Figure 1. Power grid.
Scale bar: 100 µm. Pins as bars on the die edge. Tap cells in grey.
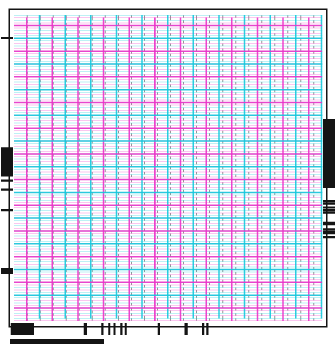
Figure 2. Placement by cell class.
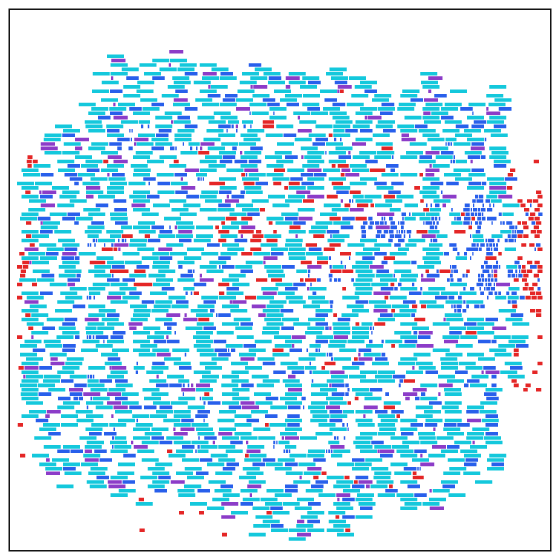
Figure 3. Clock network drawn from the DEF.
Scale bar: 100 µm.
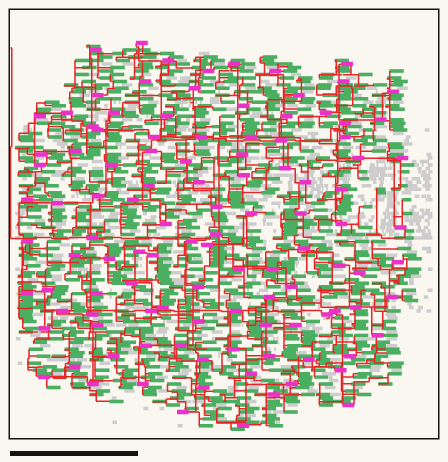
Figure 4. Metal layers overlaid.
Scale bar: 100 µm. Only two layers are drawn.
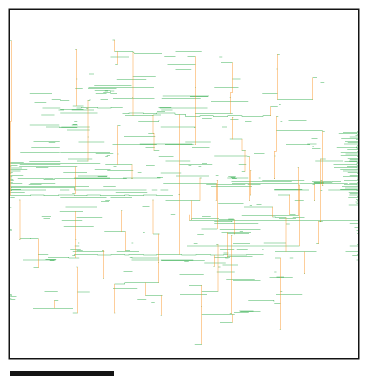
Figure 5. Clock wiring as the flow saved it.
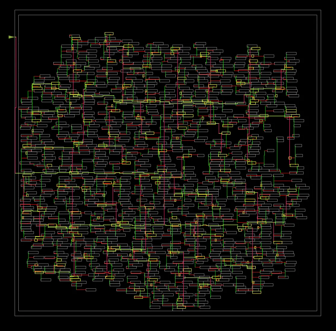
### src/rtl/adc_frame_fifo_pkg.sv
// Shared definitions for adc_frame_fifo: register offsets, CTRL/STATUS bit
// positions and the left/right pairing state encoding.
package adc_frame_fifo_pkg;

    localparam int OFF_CTRL    = 'h00;
    localparam int OFF_THRESH  = 'h04;
    localparam int OFF_STATUS  = 'h08;
    localparam int OFF_DATA_L  = 'h0C;
    localparam int OFF_DATA_R  = 'h10;
    localparam int OFF_OVF_CNT = 'h14;

    localparam int CTRL_EN_BIT   = 0;
    localparam int CTRL_CLR_BIT  = 1;

    localparam int ST_EMPTY_BIT  = 8;
    localparam int ST_FULL_BIT   = 9;
    localparam int ST_OVF_BIT    = 10;
    localparam int ST_DESYNC_BIT = 11;

    typedef enum logic {
        WAIT_L = 1'b0,
        WAIT_R = 1'b1
    } pair_state_t;

endpackage

### src/rtl/adc_frame_fifo_if.sv
// Sample stream from the SPI ADC front end plus the simple CPU bus
// (wr/wrAddr/wrData, rd/rdAddr/rdData) seen by adc_frame_fifo.
interface adc_frame_fifo_if #(
    parameter int ADDR_WIDTH     = 14,
    parameter int DATA_WIDTH     = 32,
    parameter int SPI_DATA_WIDTH = 32
);
    logic                      sample_valid;
    logic [SPI_DATA_WIDTH-1:0] sample_data;
    logic                      sample_chan;
    logic                      wr;
    logic [ADDR_WIDTH-1:0]     wrAddr;
    logic [DATA_WIDTH-1:0]     wrData;
    logic                      rd;
    logic [ADDR_WIDTH-1:0]     rdAddr;
    logic [DATA_WIDTH-1:0]     rdData;

    modport master (
        output sample_valid, sample_data, sample_chan,
        output wr, wrAddr, wrData, rd, rdAddr,
        input  rdData
    );

    modport slave (
        input  sample_valid, sample_data, sample_chan,
        input  wr, wrAddr, wrData, rd, rdAddr,
        output rdData
    );
endinterface

### src/rtl/sync_frame_fifo.sv
// Single-clock frame FIFO: storage, wrapping pointers, level and full/empty.
// A push into a full FIFO is accepted only when a pop happens on the same edge.
module sync_frame_fifo #(
    parameter int  WIDTH = 64,
    parameter int  DEPTH = 16,
    localparam int PW    = $clog2(DEPTH)
) (
    input  logic             S_AXI_ACLK,
    input  logic             S_AXI_ARESETN,
    input  logic             push,
    input  logic             pop,
    input  logic             flush,
    input  logic [WIDTH-1:0] din,
    output logic [WIDTH-1:0] dout,
    output logic [PW:0]      level,
    output logic             full,
    output logic             empty
);

    logic [WIDTH-1:0] mem [DEPTH];
    logic [PW-1:0]    wr_ptr;
    logic [PW-1:0]    rd_ptr;
    logic             do_push;
    logic             do_pop;

    assign full    = (level == (PW+1)'(DEPTH));
    assign empty   = (level == '0);
    assign do_pop  = pop && !empty && !flush;
    assign do_push = push && (!full || do_pop) && !flush;
    assign dout    = mem[rd_ptr];

    // NOTE: storage is deliberately not reset; pointers and level alone define
    // which entries are valid, and a reset on the array would defeat RAM inference.
    always_ff @(posedge S_AXI_ACLK) begin
        if (do_push) mem[wr_ptr] <= din;
    end

    // NOTE: sequential state always uses non-blocking assignments so every
    // register samples pre-edge values, independent of statement order.
    always_ff @(posedge S_AXI_ACLK) begin
        if (!S_AXI_ARESETN || flush) begin
            wr_ptr <= '0;
            rd_ptr <= '0;
            level  <= '0;
        end else begin
            if (do_push) wr_ptr <= wr_ptr + 1'b1;
            if (do_pop)  rd_ptr <= rd_ptr + 1'b1;
            case ({do_push, do_pop})
                2'b10:   level <= level + 1'b1;
                2'b01:   level <= level - 1'b1;
                default: level <= level;
            endcase
        end
    end

endmodule

### src/rtl/adc_frame_fifo.sv
// Pairs left/right ADC samples into stereo frames, buffers them and exposes
// them over the simple bus; ADC_FRAME_FIFO_OVF_CNT_EN adds a dropped-frame counter.
module adc_frame_fifo
    import adc_frame_fifo_pkg::*;
#(
    parameter int C_S_AXI_ADDR_WIDTH = 14,
    parameter int C_S_AXI_DATA_WIDTH = 32,
    parameter int SPI_DATA_WIDTH     = 32,
    parameter int DEPTH              = 16,
    parameter logic [C_S_AXI_ADDR_WIDTH-1:0] BASE_ADDR = 14'h1800
) (
    input  logic               S_AXI_ACLK,
    input  logic               S_AXI_ARESETN,
    adc_frame_fifo_if.slave    bus,
    output logic               irq
);

    localparam int AW = C_S_AXI_ADDR_WIDTH;
    localparam int DW = C_S_AXI_DATA_WIDTH;
    localparam int SW = SPI_DATA_WIDTH;
    localparam int FW = 2 * SW;
    localparam int LW = $clog2(DEPTH) + 1;

    localparam logic [AW-1:0] A_CTRL    = AW'(BASE_ADDR + OFF_CTRL);
    localparam logic [AW-1:0] A_THRESH  = AW'(BASE_ADDR + OFF_THRESH);
    localparam logic [AW-1:0] A_STATUS  = AW'(BASE_ADDR + OFF_STATUS);
    localparam logic [AW-1:0] A_DATA_L  = AW'(BASE_ADDR + OFF_DATA_L);
    localparam logic [AW-1:0] A_DATA_R  = AW'(BASE_ADDR + OFF_DATA_R);
    localparam logic [AW-1:0] A_OVF_CNT = AW'(BASE_ADDR + OFF_OVF_CNT);

    logic          enable;
    logic [LW-1:0] thresh;
    logic          ovf;
    logic          desync;
    pair_state_t   state;
    logic [SW-1:0] left_q;

    logic [FW-1:0] head;
    logic [LW-1:0] level;
    logic          full;
    logic          empty;

    logic wr_ctrl, wr_thresh, wr_status;
    logic clear, smp, push_req, pop_req, drop, desync_evt;
    logic unused_wr_bits;

    assign wr_ctrl   = bus.wr && (bus.wrAddr == A_CTRL);
    assign wr_thresh = bus.wr && (bus.wrAddr == A_THRESH);
    assign wr_status = bus.wr && (bus.wrAddr == A_STATUS);
    assign unused_wr_bits = ^bus.wrData;

    // clear acts on the write edge itself, so it never holds state and reads back 0
    assign clear      = wr_ctrl && bus.wrData[CTRL_CLR_BIT];
    assign smp        = enable && bus.sample_valid;
    assign push_req   = smp && (state == WAIT_R) && bus.sample_chan && !clear;
    assign pop_req    = bus.rd && (bus.rdAddr == A_DATA_R) && !empty && !clear;
    assign drop       = push_req && full && !pop_req;
    assign desync_evt = smp && (((state == WAIT_L) &&  bus.sample_chan) ||
                                ((state == WAIT_R) && !bus.sample_chan));

    sync_frame_fifo #(
        .WIDTH (FW),
        .DEPTH (DEPTH)
    ) u_fifo (
        .S_AXI_ACLK    (S_AXI_ACLK),
        .S_AXI_ARESETN (S_AXI_ARESETN),
        .push          (push_req),
        .pop           (pop_req),
        .flush         (clear),
        .din           ({left_q, bus.sample_data}),
        .dout          (head),
        .level         (level),
        .full          (full),
        .empty         (empty)
    );

    always_ff @(posedge S_AXI_ACLK) begin
        if (!S_AXI_ARESETN || clear || !enable) begin
            state  <= WAIT_L;
            left_q <= '0;
        end else if (bus.sample_valid) begin
            case (state)
                WAIT_L: if (!bus.sample_chan) begin
                    left_q <= bus.sample_data;
                    state  <= WAIT_R;
                end
                WAIT_R: if (bus.sample_chan) state  <= WAIT_L;
                        else                 left_q <= bus.sample_data;
                default: state <= WAIT_L;
            endcase
        end
    end

    // Sticky flags: clear beats a set event, a set event beats a W1C write.
    always_ff @(posedge S_AXI_ACLK) begin
        if (!S_AXI_ARESETN) begin
            enable <= 1'b0;
            thresh <= '0;
            ovf    <= 1'b0;
            desync <= 1'b0;
            irq    <= 1'b0;
        end else begin
            if (wr_ctrl)   enable <= bus.wrData[CTRL_EN_BIT];
            if (wr_thresh) thresh <= bus.wrData[LW-1:0];

            if (clear)                                    ovf <= 1'b0;
            else if (drop)                                ovf <= 1'b1;
            else if (wr_status && bus.wrData[ST_OVF_BIT]) ovf <= 1'b0;

            if (clear)                                       desync <= 1'b0;
            else if (desync_evt)                             desync <= 1'b1;
            else if (wr_status && bus.wrData[ST_DESYNC_BIT]) desync <= 1'b0;

            irq <= enable && (thresh != '0) && (level >= thresh);
        end
    end

`ifdef ADC_FRAME_FIFO_OVF_CNT_EN
    logic [15:0] ovf_cnt;

    always_ff @(posedge S_AXI_ACLK) begin
        if (!S_AXI_ARESETN || clear)       ovf_cnt <= '0;
        else if (drop && ovf_cnt != '1)    ovf_cnt <= ovf_cnt + 1'b1;
    end
`endif

    // NOTE: the read mux assigns a default first so no path infers a latch.
    always_comb begin
        bus.rdData = '0;
        case (bus.rdAddr)
            A_CTRL:   bus.rdData = DW'(enable);
            A_THRESH: bus.rdData = DW'(thresh);
            A_STATUS: begin
                bus.rdData[7:0]           = 8'(level);
                bus.rdData[ST_EMPTY_BIT]  = empty;
                bus.rdData[ST_FULL_BIT]   = full;
                bus.rdData[ST_OVF_BIT]    = ovf;
                bus.rdData[ST_DESYNC_BIT] = desync;
            end
            A_DATA_L: if (!empty) bus.rdData = DW'(head[FW-1 -: SW]);
            A_DATA_R: if (!empty) bus.rdData = DW'(head[SW-1:0]);
`ifdef ADC_FRAME_FIFO_OVF_CNT_EN
            A_OVF_CNT: bus.rdData = DW'(ovf_cnt);
`endif
            default: bus.rdData = '0;
        endcase
    end

endmodule

### src/flat_wrapper.sv
// flat-port wrapper written by rule: the top's interface ports become plain ports
module adc_frame_fifo_flat import adc_frame_fifo_pkg::*;
#(
    parameter int C_S_AXI_ADDR_WIDTH = 14,
    parameter int C_S_AXI_DATA_WIDTH = 32,
    parameter int SPI_DATA_WIDTH     = 32,
    parameter int DEPTH              = 16,
    parameter logic [C_S_AXI_ADDR_WIDTH-1:0] BASE_ADDR = 14'h1800
)
  (S_AXI_ACLK, S_AXI_ARESETN, irq, bus_sample_valid, bus_sample_data, bus_sample_chan, bus_wr, bus_wrAddr, bus_wrData, bus_rd, bus_rdAddr, bus_rdData);
  adc_frame_fifo_if #(.SPI_DATA_WIDTH(SPI_DATA_WIDTH)) bus_i ();
  input  logic S_AXI_ACLK;
  input  logic S_AXI_ARESETN;
  output logic irq;
  input wire logic [$bits(bus_i.sample_valid)-1:0] bus_sample_valid;
  input wire logic [$bits(bus_i.sample_data)-1:0] bus_sample_data;
  input wire logic [$bits(bus_i.sample_chan)-1:0] bus_sample_chan;
  input wire logic [$bits(bus_i.wr)-1:0] bus_wr;
  input wire logic [$bits(bus_i.wrAddr)-1:0] bus_wrAddr;
  input wire logic [$bits(bus_i.wrData)-1:0] bus_wrData;
  input wire logic [$bits(bus_i.rd)-1:0] bus_rd;
  input wire logic [$bits(bus_i.rdAddr)-1:0] bus_rdAddr;
  output wire logic [$bits(bus_i.rdData)-1:0] bus_rdData;
  assign bus_i.sample_valid = bus_sample_valid;
  assign bus_i.sample_data = bus_sample_data;
  assign bus_i.sample_chan = bus_sample_chan;
  assign bus_i.wr = bus_wr;
  assign bus_i.wrAddr = bus_wrAddr;
  assign bus_i.wrData = bus_wrData;
  assign bus_i.rd = bus_rd;
  assign bus_i.rdAddr = bus_rdAddr;
  assign bus_rdData = bus_i.rdData;
  adc_frame_fifo #(.C_S_AXI_ADDR_WIDTH(C_S_AXI_ADDR_WIDTH), .C_S_AXI_DATA_WIDTH(C_S_AXI_DATA_WIDTH), .SPI_DATA_WIDTH(SPI_DATA_WIDTH), .DEPTH(DEPTH), .BASE_ADDR(BASE_ADDR)) u_core (.S_AXI_ACLK(S_AXI_ACLK), .S_AXI_ARESETN(S_AXI_ARESETN), .bus(bus_i), .irq(irq));
endmodule
### config.mk
export PLATFORM = sky130hd
export DESIGN_NAME = adc_frame_fifo_flat
export DESIGN_NICKNAME = d
export VERILOG_FILES = /design/src/rtl/adc_frame_fifo_pkg.sv /design/src/rtl/adc_frame_fifo_if.sv /design/src/rtl/sync_frame_fifo.sv /design/src/rtl/adc_frame_fifo.sv /design/src/flat_wrapper.sv
export SDC_FILE = /design/constraint.sdc
export NUM_CORES = 1
export LEC_CHECK = 0
export CAP_MARGIN = 5
export CORE_MARGIN = 4
export CORE_UTILIZATION = 39
export DETAILED_ROUTE_END_ITERATION = 7
export HOLD_SLACK_MARGIN = 0.03
export PLACE_DENSITY = 0.54
export SETUP_SLACK_MARGIN = 0.3
export SYNTH_ARGS = -nofsm -noshare
export SYNTH_HDL_FRONTEND = slang
export SYNTH_SLANG_ARGS = --single-unit
export TNS_END_PERCENT = 1
### constraint.sdc
create_clock -name S_AXI_ACLK -period 4.33 [get_ports S_AXI_ACLK]
set_clock_uncertainty 0.2 [all_clocks]
set_input_delay 0.433 -clock S_AXI_ACLK [delete_from_list [all_inputs] [get_ports S_AXI_ACLK]]
set_output_delay 0.433 -clock S_AXI_ACLK [all_outputs]
set_load 0.01 [all_outputs]
==> impl_metrics.env <==
# source this file to load flow results
export IMPL_status="finished clean"
export IMPL_h_tree_lvls=3
export IMPL_yosys_stat_chipArea_mm2=0.04160
export IMPL_grt_ovfl_total=0
export IMPL_synthAoiAreaFrac_pct=2.009
export IMPL_gp_congestion=0.7787
export IMPL_power_switching_share_pct=19.13
export IMPL_cts_tree="yes"
export IMPL_drt_antenna_violating_nets=0
export IMPL_synth_main_ff_cell="sky130_fd_sc_hd__edfxtp_1"
export IMPL_timing_final_hold_violations=0
export IMPL_cts_root_buf="sky130_fd_sc_hd__clkbuf_16"
export IMPL_cts_path_max_buffers=3
export IMPL_worstHoldPathType="primary input to register"
export IMPL_drt_iter0_markers=2056
export IMPL_final_max_slew_violation_count=0
export IMPL_largestRegisters="u_core.u_fifo.mem: 1024 flops, u_core.left_q: 32 flops"
export IMPL_mux_area_share_pct=16.99
export IMPL_remaining_drc_errors=0
export IMPL_global_route_wire_length_before_repair_um=151000
export IMPL_max_cap_violations=0
export IMPL_setup_tns_final_ps=0
export IMPL_cp_num_buf_inv=4
export IMPL_synthCells=1869
export IMPL_via_count_of_the_first_global_routing_pass=20870
export IMPL_number_of_antenna_violations_at_the_first_check_in_global_routing=5
export IMPL_detail_route_vias_per_cell=5.574
export IMPL_synthesis_area_mm2=0.04160
export IMPL_synthTopLogicFamily="multiplexers"
export IMPL_crit_path_start_kind="register"
export IMPL_post_cts_setup_buffers=8
export IMPL_critPathSlowestCell="sky130_fd_sc_hd__clkdlybuf4s50_1"
export IMPL_ys_ff=1083
export IMPL_yosys_stat_cell_total=1869
export IMPL_layout_worst_path_cycle_share_pct=95.70
export IMPL_crit_path_cell_trace="buf_12 -> bufbuf_16 -> mux4_2 -> mux4_2 -> inv_1 -> o2bb2ai_1 -> clkdlybuf4s50_1"
export IMPL_yosys_area_share_adder_pct=0.4210
export IMPL_internal_power_mw=16.99
export IMPL_enable_flop_cells=1024
export IMPL_yosys_area_top_type="sky130_fd_sc_hd__edfxtp_1"
export IMPL_syn_area_per_cell_um2=22.26
export IMPL_drive_above_1_share_pct=27.71
export IMPL_crit_path_frequent_cell="sky130_fd_sc_hd__mux4_2"
export IMPL_largest_register="u_core.u_fifo.mem"
export IMPL_initial_utilization_pct=39.41
export IMPL_io_pins=131
export IMPL_total_power_mw=21.01
export IMPL_cts_resized=12
export IMPL_most_frequent_cells_in_the_layout="sky130_fd_sc_hd__edfxtp_1, sky130_fd_sc_hd__mux4_2, sky130_fd_sc_hd__clkbuf_16"
export IMPL_netlist_top_cells_count="sky130_fd_sc_hd__edfxtp_1, sky130_fd_sc_hd__mux4_2, sky130_fd_sc_hd__nand2_1, sky130_fd_sc_hd__dfxtp_1, sky130_fd_sc_hd__a21oi_1"
export IMPL_combinational_group_share_of_total_power_pct=0.9
export IMPL_numPortBuffers=105
export IMPL_fraction_of_synthesis_flops_using_an_asynchronous_set_or_reset_pin_pct=0
export IMPL_clkSlewWorstSetupHoldPaths_ps=60
export IMPL_setup_viol_count_final=0
export IMPL_maxSlewHeadroom_pct=49.42
export IMPL_num_vias=19990
export IMPL_ys_seq_share_pct=76.75
export IMPL_type_of_destination_of_the_critical_path="output port"
export IMPL_yosys_area_top_type_share_pct=73.91
export IMPL_syn_num_nets=1981
export IMPL_area_growth_synth_to_final_pct=18.61
export IMPL_cp_data_arrival_time_ps=3510
export IMPL_synthSimpleGateAreaFrac_pct=2.177
Back to the opening pictures, Figure 1:
[cyan] VDD
[magenta] VSS
met1 rails: 120
rows: 119
tap cells: 1,391
peak ir drop on the vdd network: 0.3329 mV
die boundary width: 334.6 µm
Die Y: 334.6 µm

Back to the opening pictures, Figure 2:
[blue] all other logic | cells: 688
[purple] clock drivers and dummy loads | cells: 208
[red] other buffers and delay cells | cells: 215
[cyan] flops | cells: 1,083
post-layout instance area: 0.04935 mm²
standard-cell rows: 119
register fraction of the total cell area: 64.74%
core footprint: 0.1056 mm²

Back to the opening pictures, Figure 3:
[green] flip-flops | count: 1,083
[red] clock wires | length: 12,500 µm
[magenta] cells driving clock nets | count: 111
routed clock nets: 112
flops lie: spread over the die
clock network power: 9.47 mW
insertion delay to the later sink of the worst-skew pair: 680 ps
clock network power share: 45.0%

Back to the opening pictures, Figure 4:
[orange] met4 | wire length: 2,100 µm
[green] met3 | wire length: 6,600 µm
overall fraction of global-route tracks in use: 18.72%
DRT Wirelength: 104,100 µm

Back to the opening pictures, Figure 5:
# clock sinks: 1,083
number of clock buffers inserted by TritonCTS: 111
clock buffer instance count of the final layout: 152
Seq cells: 1,083

[metal layers]
layer,part of all wire [%],global-route usage [%],vias to the layer above
li1,-,-,8337
met1,44,26.52,10820
met2,48,30.47,666
met3,6.3,3.623,153
met4,2.0,4.203,8
met5,0.053,0,-
[path summary, 6_finish.rpt]
check	slack, ps	endpoint	from	cells after the start
worst max-delay path	190	bus_rdData[20]	register	7
worst min register to register	300	register	u_core.u_fifo.rd_ptr[1]	2
worst max register to register	800	u_core.u_fifo.level[4]	u_core.u_fifo.level[1]	14
worst min-delay path	210	u_core.thresh[3]	bus_wrData[3]	3
[worst reg2reg max path: cells and delay by family, from the launching register on]
| family | cells | cell delay, ps |
|---|---|---|
| buf+inv | 2 | 330 |
| compound gates | 3 | 460 |
| xor+xnor | 1 | 150 |
| flops | 1 | 290 |
| simple gates | 6 | 1400 |
| fa+ha+maj | 2 | 560 |
[power by group through the flow]
stage | logic [mW] | clock network [mW] | registers, mW
5_1_grt | 0.203 | 10.1 | 11.4
4_1_cts | 0.189 | 9.67 | 11.4
3_5_place_dp | 0.189 | 0 | 11.6
2_1_floorplan | 0.0241 | 0 | 11.6
3_3_place_gp | 0.180 | 0 | 11.6
6_report | 0.186 | 9.47 | 11.4
[stage by stage]
step                      hold WS (ps)  instance area [µm²]  utilization, %  cells  setup WS (ps)
after floorplan                  249.8                41600               -   1869          324.6
after global placement           263.8                45480           43.09   3366          262.4
after detailed placement         285.0                45480           43.09   3366          306.5
after CTS                        174.4                49340           46.74   3585          131.4
after global routing             212.0                49340           46.74   3585          55.32
final                            213.3                49350           46.74   3586          186.1
[final cells by class]
cell class	instances	area share (%)
diodes	1	0.005071
clock buffers	152	6.250
clock inverters	56	1.113
inverters	33	0.2510
multi-input cells	655	18.58
flip-flops and latches	1083	64.74
well taps	1391	3.527
repair buffers	215	5.540
No activity file was given, so power comes from the tool's default toggle rates.
